`src/rtl/servo_sweep_sched.sv`:
```
// Two-axis sweep calibration and manual jog scheduler for the solar tracker servos.
// Optional build macro SWEEP_ABORT_EN: a manual button pressed mid-sweep aborts and restores the saved positions.
module servo_sweep_sched #(
  parameter int unsigned POS_W    = 32'd32,
  parameter int unsigned ADC_W    = 32'd12,
  parameter int unsigned POS_MIN  = 32'd50000,
  parameter int unsigned POS_MAX  = 32'd250000,
  parameter int unsigned STEP     = 32'd10000,
  parameter int unsigned SETTLE   = 32'd2000000,
  parameter int unsigned MAN_STEP = 32'd100,
  parameter int unsigned MAN_DIV  = 32'd100000
) (
  input  logic             CLK,
  input  logic             RST_N,
  input  logic             cal_start,
  input  logic             man_l,
  input  logic             man_r,
  input  logic             man_u,
  input  logic             man_d,
  output logic             sample_req,
  input  logic             adc_valid,
  input  logic [ADC_W-1:0] adc_data,
  output logic [POS_W-1:0] pos_h,
  output logic [POS_W-1:0] pos_v,
  output logic [ADC_W-1:0] max_v,
  output logic             busy,
  output logic             done,
  output logic [2:0]       state
);

  typedef enum logic [2:0] {
    ST_IDLE     = 3'd0,
    ST_H_SETTLE = 3'd1,
    ST_H_SAMPLE = 3'd2,
    ST_V_SETTLE = 3'd3,
    ST_V_SAMPLE = 3'd4,
    ST_PARK     = 3'd5
  } state_t;

  localparam logic [POS_W:0]   MIN_X      = (POS_W+1)'(POS_MIN);
  localparam logic [POS_W:0]   MAX_X      = (POS_W+1)'(POS_MAX);
  localparam logic [POS_W:0]   STEP_X     = (POS_W+1)'(STEP);
  localparam logic [POS_W:0]   MSTEP_X    = (POS_W+1)'(MAN_STEP);
  localparam logic [POS_W-1:0] MIN_P      = POS_W'(POS_MIN);
  localparam logic [POS_W-1:0] MAX_P      = POS_W'(POS_MAX);
  localparam logic [POS_W-1:0] POS_CENTER = POS_W'((POS_MIN + POS_MAX) / 32'd2);
  localparam logic [31:0]      SETTLE_LAST = 32'(SETTLE - 32'd1);
  localparam logic [31:0]      DIV_LAST    = 32'(MAN_DIV - 32'd1);

  // Saturating manual jog; opposing buttons cancel.
  function automatic logic [POS_W-1:0] jog_pos(input logic [POS_W-1:0] pos,
                                               input logic up, input logic dn);
    logic [POS_W:0] wide;
    wide = {1'b0, pos};
    if (up && !dn) begin
      if ((wide + MSTEP_X) > MAX_X) jog_pos = MAX_P;
      else                          jog_pos = POS_W'(wide + MSTEP_X);
    end else if (dn && !up) begin
      if (wide < (MIN_X + MSTEP_X)) jog_pos = MIN_P;
      else                          jog_pos = POS_W'(wide - MSTEP_X);
    end else begin
      jog_pos = pos;
    end
  endfunction

  state_t             state_r, state_nxt_s, state_seq_s;
  logic [POS_W-1:0]   pos_h_r, pos_v_r, best_h_r, best_v_r;
  logic [ADC_W-1:0]   run_max_r, max_v_r;
  logic [31:0]        settle_cnt_r, div_cnt_r;
  logic               busy_r, done_r, sample_req_r;

  logic [POS_W-1:0]   axis_pos_s, axis_best_s, best_eff_s;
  logic [POS_W:0]     step_sum_s;
  logic [ADC_W-1:0]   max_eff_s;
  logic               last_pt_s, settle_done_s, new_max_s, any_man_s, jog_tick_s, abort_s;

`ifdef SWEEP_ABORT_EN
  logic [POS_W-1:0]   save_h_r, save_v_r;
`endif

  // Sweep arithmetic shared by both axes.
  always_comb begin
    axis_pos_s  = pos_h_r;
    axis_best_s = best_h_r;
    if (state_r == ST_V_SETTLE || state_r == ST_V_SAMPLE) begin
      axis_pos_s  = pos_v_r;
      axis_best_s = best_v_r;
    end else begin
      axis_pos_s  = pos_h_r;
      axis_best_s = best_h_r;
    end
    step_sum_s    = {1'b0, axis_pos_s} + STEP_X;
    last_pt_s     = (step_sum_s > MAX_X);
    settle_done_s = (settle_cnt_r == SETTLE_LAST);
    new_max_s     = (adc_data > run_max_r);
    best_eff_s    = new_max_s ? axis_pos_s : axis_best_s;
    max_eff_s     = new_max_s ? adc_data : run_max_r;
    any_man_s     = man_l | man_r | man_u | man_d;
    jog_tick_s    = (state_r == ST_IDLE) && any_man_s && (div_cnt_r == DIV_LAST);
`ifdef SWEEP_ABORT_EN
    abort_s       = any_man_s && (state_r != ST_IDLE) && (state_r != ST_PARK);
`else
    abort_s       = 1'b0;
`endif
  end

  // Next-state decode.
  always_comb begin
    state_seq_s = state_r;
    case (state_r)
      ST_IDLE:     state_seq_s = cal_start ? ST_H_SETTLE : ST_IDLE;
      ST_H_SETTLE: state_seq_s = settle_done_s ? ST_H_SAMPLE : ST_H_SETTLE;
      ST_H_SAMPLE: begin
        if (adc_valid) state_seq_s = last_pt_s ? ST_V_SETTLE : ST_H_SETTLE;
        else           state_seq_s = ST_H_SAMPLE;
      end
      ST_V_SETTLE: state_seq_s = settle_done_s ? ST_V_SAMPLE : ST_V_SETTLE;
      ST_V_SAMPLE: begin
        if (adc_valid) state_seq_s = last_pt_s ? ST_PARK : ST_V_SETTLE;
        else           state_seq_s = ST_V_SAMPLE;
      end
      ST_PARK:     state_seq_s = ST_IDLE;
      default:     state_seq_s = ST_IDLE;
    endcase
    if (abort_s) state_nxt_s = ST_IDLE;
    else         state_nxt_s = state_seq_s;
  end

  // State register.
  always_ff @(posedge CLK or negedge RST_N) begin
    if (!RST_N) state_r <= ST_IDLE;
    else        state_r <= state_nxt_s;
  end

`ifdef SWEEP_ABORT_EN
  // Positions captured at calibration entry, restored on abort.
  always_ff @(posedge CLK or negedge RST_N) begin
    if (!RST_N) begin
      save_h_r <= '0;
      save_v_r <= '0;
    end else if (state_r == ST_IDLE && cal_start) begin
      save_h_r <= pos_h_r;
      save_v_r <= pos_v_r;
    end
  end
`endif

  // Datapath: counters, positions, running maximum and strobes.
  always_ff @(posedge CLK or negedge RST_N) begin
    if (!RST_N) begin
      pos_h_r      <= POS_CENTER;
      pos_v_r      <= POS_CENTER;
      best_h_r     <= '0;
      best_v_r     <= '0;
      run_max_r    <= '0;
      max_v_r      <= '0;
      settle_cnt_r <= 32'd0;
      div_cnt_r    <= 32'd0;
      busy_r       <= 1'b0;
      done_r       <= 1'b0;
      sample_req_r <= 1'b0;
    end else begin
      sample_req_r <= 1'b0;
      done_r       <= 1'b0;

      if ((state_r == ST_H_SETTLE || state_r == ST_V_SETTLE) && !settle_done_s)
        settle_cnt_r <= settle_cnt_r + 32'd1;
      else
        settle_cnt_r <= 32'd0;

      if (state_r == ST_IDLE && any_man_s && !jog_tick_s)
        div_cnt_r <= div_cnt_r + 32'd1;
      else
        div_cnt_r <= 32'd0;

      case (state_r)
        ST_IDLE: begin
          if (cal_start) begin
            pos_h_r   <= MIN_P;
            run_max_r <= '0;
            best_h_r  <= MIN_P;
            busy_r    <= 1'b1;
          end else if (jog_tick_s) begin
            pos_h_r <= jog_pos(pos_h_r, man_r, man_l);
            pos_v_r <= jog_pos(pos_v_r, man_u, man_d);
          end
        end
        ST_H_SETTLE, ST_V_SETTLE: begin
          if (settle_done_s) sample_req_r <= 1'b1;
        end
        ST_H_SAMPLE: begin
          if (adc_valid) begin
            if (new_max_s) begin
              run_max_r <= adc_data;
              best_h_r  <= pos_h_r;
            end
            if (last_pt_s) begin
              pos_h_r   <= best_eff_s;
              pos_v_r   <= MIN_P;
              run_max_r <= '0;
              best_v_r  <= MIN_P;
            end else begin
              pos_h_r <= step_sum_s[POS_W-1:0];
            end
          end
        end
        ST_V_SAMPLE: begin
          if (adc_valid) begin
            if (new_max_s) begin
              run_max_r <= adc_data;
              best_v_r  <= pos_v_r;
            end
            if (last_pt_s) begin
              pos_v_r <= best_eff_s;
              max_v_r <= max_eff_s;
              done_r  <= 1'b1;
            end else begin
              pos_v_r <= step_sum_s[POS_W-1:0];
            end
          end
        end
        ST_PARK: busy_r <= 1'b0;
        default: busy_r <= 1'b0;
      endcase

`ifdef SWEEP_ABORT_EN
      if (abort_s) begin
        pos_h_r      <= save_h_r;
        pos_v_r      <= save_v_r;
        busy_r       <= 1'b0;
        done_r       <= 1'b0;
        sample_req_r <= 1'b0;
      end
`endif
    end
  end

  assign pos_h      = pos_h_r;
  assign pos_v      = pos_v_r;
  assign max_v      = max_v_r;
  assign busy       = busy_r;
  assign done       = done_r;
  assign sample_req = sample_req_r;
  assign state      = state_r;

endmodule

```
`config.mk`:
```
export PLATFORM = sky130hd
export DESIGN_NAME = servo_sweep_sched
export DESIGN_NICKNAME = d
export VERILOG_FILES = /design/src/rtl/servo_sweep_sched.sv
export SDC_FILE = /design/constraint.sdc
export NUM_CORES = 1
export LEC_CHECK = 0
export CAP_MARGIN = 20
export CORE_MARGIN = 2
export CORE_UTILIZATION = 40
export DETAILED_ROUTE_END_ITERATION = 10
export HOLD_SLACK_MARGIN = 0.12
export SYNTH_ARGS = -nofsm -noshare
export SYNTH_HDL_FRONTEND = slang
export SYNTH_SLANG_ARGS = --single-unit
```
`constraint.sdc`:
```
create_clock -name CLK -period 5.3 [get_ports CLK]
set_clock_uncertainty 0.05 [all_clocks]
set_input_delay 1.325 -clock CLK [delete_from_list [all_inputs] [get_ports CLK]]
set_output_delay 1.325 -clock CLK [all_outputs]
set_load 0.01 [all_outputs]
```
Fig. 1: run 1, cell area per tile
Drawn at 1.5 px/µm. 20 x 20 tiles, from white (low) to dark blue (high), 0 to 100% covered.
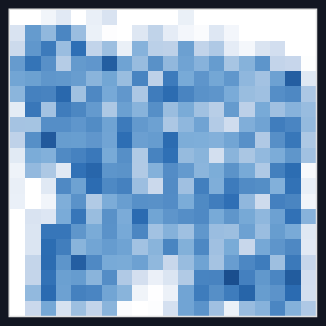
emptiest ninth of the die: upper right
mean over tiles: 43%
nearly empty tiles: 9.2%
tiles over 75% full: 4.8%

Fig. 2: run 1, supply network
Drawn at 2 px/µm. Pins as bars on the die edge.
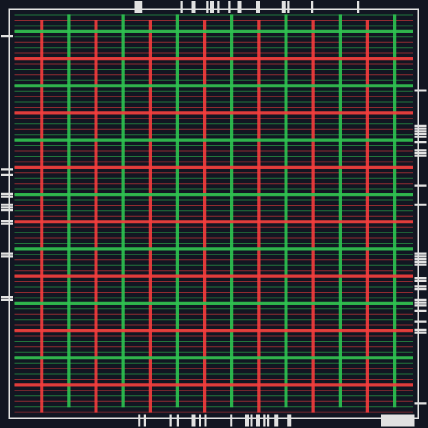
legend:
  VDD:
    color: green
  VSS:
    color: red
rows: 73
signal pins: 102
met4 straps: 14
met1 rails: 74

==> flow_summary.toml, run 1 <==
# flow metrics
[status]
status = "complete, no violations"

[timing]
hold_ws_ns = 0.403
layout_setup_ws_ns = 0.517
fin_crit_ns = 4.78
setup_viol = 0
rsz0062_at_grt = "false"
max-slew-margin-rel_pct = 33.3

[place]
port_buffers = 101
routabilityCongestion = 0.962
dp_hpwl_mm = 40.3
dp.cells = 2552

[detailed_routing]
wl_met1_mm = 24.4
ant_nets = 0

[grt]
grt_max_degree = 83
grt_remaining_overflow = 0
grt_pass1_wl_mm = 88.6
grt_pass1_vias = 15200
grtUsageMet2_pct = 44.0
antenna_found_initial = 1

[worst_setup_path]
reg2regPathDepth = 17
crit_end = "pos_v[2]$_DFFE_PN0P_"
cpMostUsedCell = "a21oi_1"
crit_arrival_ns = 5.17
slowest_stage = "dfrtp_1"
timing.rr.end = "pos_v[2]$_DFFE_PN0P_"
path_class = "reg2reg"
cp_cell_sequence = "or3b_4, nand2_2, a21oi_1, inv_1, ha_1, nand3_1, a31oi_1, o2bb2ai_1, a211o_1, a32o_1, nor4_2, o31ai_4, buf_4, o21bai_2, mux4_2, a221oi_1, a21oi_1"
crit_path_max_incr_delay_ns = 0.43

[pwr]
pwr-share-seq_pct = 34.8
power-top-group = "combinational logic"
swShare_pct = 40.1
switching_power_uw = 2590
p_clk_share_pct = 28.0
pwr-share-comb_pct = 37.2
p_int_uw = 3870
ir_drop_uv = 259

[synthesis]
top_area_cell = "dfrtp_1"
synth.area.mux_share_pct = 5.49
top_cells_by_area = "dfrtp_1, nand2_1, nor2_1"
synth-edff-count = 0
syn_inst = 2017
ys_warn_count = 0
ys_area_um2 = 16000
flop_cell = "dfrtp_1"
numSynthFlops = 222
synth_area_um2 = 16000
top_cell_area_share_pct = 32.3

[finish]
final_area_um2 = 18500
stdcell_count = 2604
drive_gt1_share_pct = 9.33
layout_top_cell = "nand2_1"

[floorplanning]
die-height_um = 204
fp.coreArea_um2 = 39500
die_x_um = 204
rows = 73

[hold_path]
hold_class = "reg2reg"

[clock_tree]
clock_latency_ns = 0.57
hold_buffers = 0
Fig. 3: run 1, routing congestion map
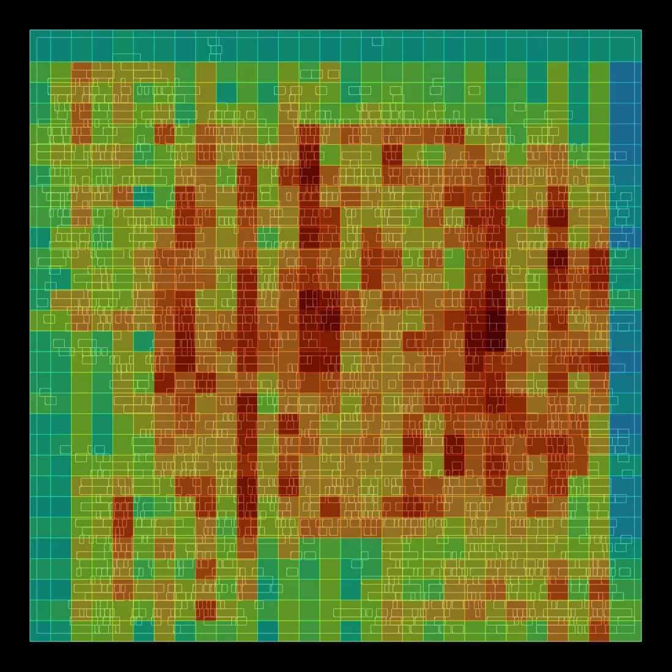
GR Util met1: 37.1%
Most Crowded Layer GR: met2
fin util: 46.8%
gr usage total: 27.0%

-- run 1: logic make-up (layout without fill, tap and decap cells) --
group | count (synthesis) | after routing
and+or+nand+nor | 847 | 847
AOI/OAI and AO/OA | 543 | 543
DFF | 222 | 222
buffers and inverters | 215 | 277
xor gates and xnor gates | 86 | 86
muxes | 83 | 83
adders and majority gates | 21 | 21
-- run 1: cell type report --
cell class / instances / area, µm²
fill: 3916 / 21000
timing repair buffer: 178 / 1660
clock buffer: 48 / 826
clock inverter: 3 / 28.8
tap: 525 / 657
sequential: 222 / 5580
inverter: 48 / 180
multi-input combinational: 1580 / 9580
-- run 1: cell usage after synthesis, drive strengths merged, types with 47 or more instances --
library cell and n:
o21ai 172, nor3 66, clkbuf 120, mux2i 64, a21oi 111, inv 47
nand3 64, buf 47, dfrtp 206, nor2 205, nand2 266, xor2 53
-- run 1: registers in the layout (all words and copies together) (netlist names) --
signal / cells
run_max_r: 12
pos_v: 32
state: 3
done: 1
busy: 1
best_h_r: 32
settle_cnt_r: 32
div_cnt_r: 32
best_v_r: 32
pos_h: 32
sample_req: 1
max_v: 12
-- run 1: worst min-delay path by stage --
stage	start	endpoint	slack, ns	cells after the start
detailed placement	div_cnt_r[0]$_DFF_PN0_	div_cnt_r[0]$_DFF_PN0_	0.40	1
global route	div_cnt_r[0]$_DFF_PN0_	div_cnt_r[0]$_DFF_PN0_	0.44	1
floorplan	div_cnt_r[0]$_DFF_PN0_	div_cnt_r[0]$_DFF_PN0_	0.38	1
finish	div_cnt_r[0]$_DFF_PN0_	div_cnt_r[0]$_DFF_PN0_	0.40	1
CTS	div_cnt_r[0]$_DFF_PN0_	div_cnt_r[0]$_DFF_PN0_	0.41	1
global placement	div_cnt_r[0]$_DFF_PN0_	div_cnt_r[0]$_DFF_PN0_	0.40	1
==> run 2, diff against run 1 <==
--- a/config.mk
+++ b/config.mk
@@ -10,6 +10,7 @@
 export CORE_UTILIZATION = 40
 export DETAILED_ROUTE_END_ITERATION = 10
 export HOLD_SLACK_MARGIN = 0.12
+export SLEW_MARGIN = 20
 export SYNTH_ARGS = -nofsm -noshare
 export SYNTH_HDL_FRONTEND = slang
 export SYNTH_SLANG_ARGS = --single-unit
Fig. 4: run 2, supply network
Drawn at 2 px/µm. Pins as bars on the die edge.
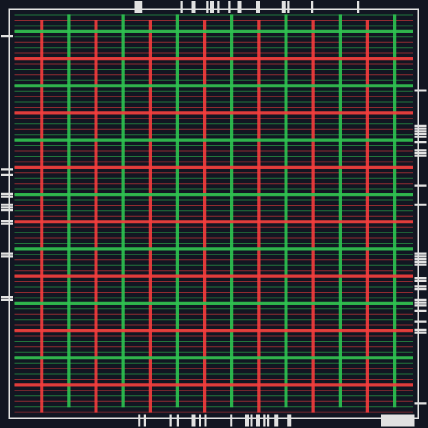
Max VDD drop: 259 µV
die height: 204 µm

Fig. 5: run 2, clock distribution
Drawn at 3 px/µm.
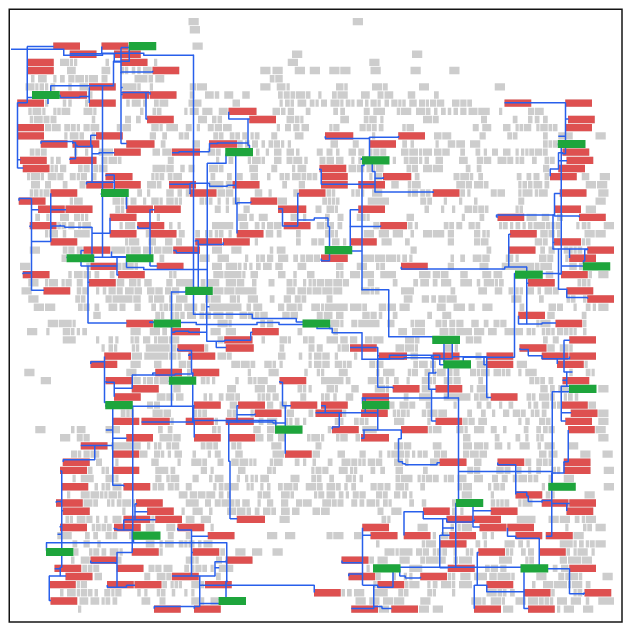
legend:
  clock-net drivers:
    color: green
    count: 28
  clock wires:
    color: blue
    length: 3520 µm
  flip-flops:
    color: red
    count: 222
flops lie: spread over the die

==> run 2 against run 1 <==
Sequential power about the same. Fmax about the same. Die size unchanged. Non-clock buffer count unchanged. Synthesized cell count unchanged.
==> flow_summary.toml, run 2 <==
# flow metrics
[status]
status = "complete, no violations"

[synthesis]
synth-edff-count = 0
ys_warn_count = 0
synth_area_um2 = 16000
top_cell_area_share_pct = 32.3
ys_area_um2 = 16000
ys_top_cells_by_count = "nand2_1, dfrtp_1, nor2_1, o21ai_0, clkbuf_1"
synth.most_common_cell = "nand2_1"
numSynthFlops = 222
top_cells_by_area = "dfrtp_1, nand2_1, nor2_1"
top_area_cell = "dfrtp_1"
syn_inst = 2017
flop_cell = "dfrtp_1"

[grt]
grt_remaining_overflow = 0
grt_pass1_wl_mm = 88.1
grtUsageMet2_pct = 43.5
grt_pass1_vias = 15100
top_usage_layer = "met2"
met1_usage_pct = 36.5
grt_max_degree = 83
grt_usage_pct = 26.9
antenna_found_initial = 0

[pwr]
swShare_pct = 39.0
p_clk_share_pct = 30.0
pwr-share-seq_pct = 33.8
p_int_uw = 4050
power-top-group = "combinational logic"
switching_power_uw = 2590

[hold_path]
whs_endpoint = "div_cnt_r[0]$_DFF_PN0_"
hold_class = "reg2reg"
min_from = "div_cnt_r[0]$_DFF_PN0_"

[place]
dp_hpwl_mm = 40.4
routabilityCongestion = 0.962
port_buffers = 101

[job]
max_cap_viol_count = 0

[timing]
setup_viol = 0
fin_crit_ns = 4.78
max-slew-margin-rel_pct = 32.9
rsz0062_at_grt = "false"

[floorplanning]
fp.coreArea_um2 = 39500
rows = 73
ios = 102
die_x_um = 204

[clock_tree]
hold_buffers = 0
clock_latency_ns = 0.57

[worst_setup_path]
crit_path_max_incr_delay_ns = 0.43
reg2regPathDepth = 17
slowest_stage = "or3b_4"
cp_cell_sequence = "or3b_4, nand2_2, nand2_1, o21ai_0, ha_1, nand3_1, a31oi_1, o2bb2ai_1, a211o_1, a32o_1, nor4_2, o31ai_4, buf_4, o21bai_2, mux4_2, a221oi_1, a21oi_1"
path_class = "reg2reg"
crit_arrival_ns = 5.17
timing.rr.end = "pos_v[2]$_DFFE_PN0P_"

[finish]
fill_cells = 3901
drive_gt1_share_pct = 9.67
layout_top_cell = "nand2_1"
final_cell_mix = "nand2_1, dfrtp_1, nor2_1"

[detailed_routing]
ant_nets = 0
drc_errors = 0
## run 2: logic make-up after synthesis
family	share of synthesized area (%)
buffers and inverters	5.41
adders and majority gates	1.65
and+or+nand+nor	25.5
muxes	5.49
AOI/OAI and AO/OA	22.3
DFF	34.9
xor gates and xnor gates	4.72
## run 2: worst max-delay path by stage
| stage | end | startpoint | slack, ns |
|---|---|---|---|
| after floorplan | pos_v[2]$_DFFE_PN0P_ | state[0]$_DFF_PN0_ | 0.39 |
| after global placement | best_h_r[0]$_DFFE_PN0P_ | adc_data[1] | 0.48 |
| after detailed placement | pos_v[9]$_DFFE_PN0P_ | adc_data[10] | 0.43 |
| after CTS | pos_v[2]$_DFFE_PN0P_ | state[0]$_DFF_PN0_ | 0.60 |
| after global routing | pos_v[15]$_DFFE_PN0P_ | pos_v[7]$_DFFE_PN1P_ | 0.23 |
| final | pos_v[2]$_DFFE_PN0P_ | state[0]$_DFF_PN0_ | 0.52 |
## run 2: cell type report
cell class                 instances  area (µm²)  area share [%]
multi-input combinational       1580        9580            51.4
clock inverter                     4        70.1           0.376
inverter                          48         180           0.968
timing repair buffer             178        1660            8.94
sequential                       222        5580            30.0
tap                              525         657            3.53
clock buffer                      47         893            4.80
## run 2: per-stage QoR
stage / std cells / worst slack [ns] / hold WS, ns / area (µm²) / utilization (%)
2_1_floorplan: 2017 / 0.390 / 0.383 / 16000 / -
3_3_place_gp: 2552 / 0.477 / 0.399 / 17600 / 44.6
4_1_cts: 2604 / 0.598 / 0.409 / 18600 / 47.1
3_5_place_dp: 2553 / 0.433 / 0.402 / 17700 / 44.6
6_report: 2604 / 0.518 / 0.407 / 18600 / 47.1
5_1_grt: 2604 / 0.234 / 0.445 / 18600 / 47.1
Power and IR drop assume default switching activity.
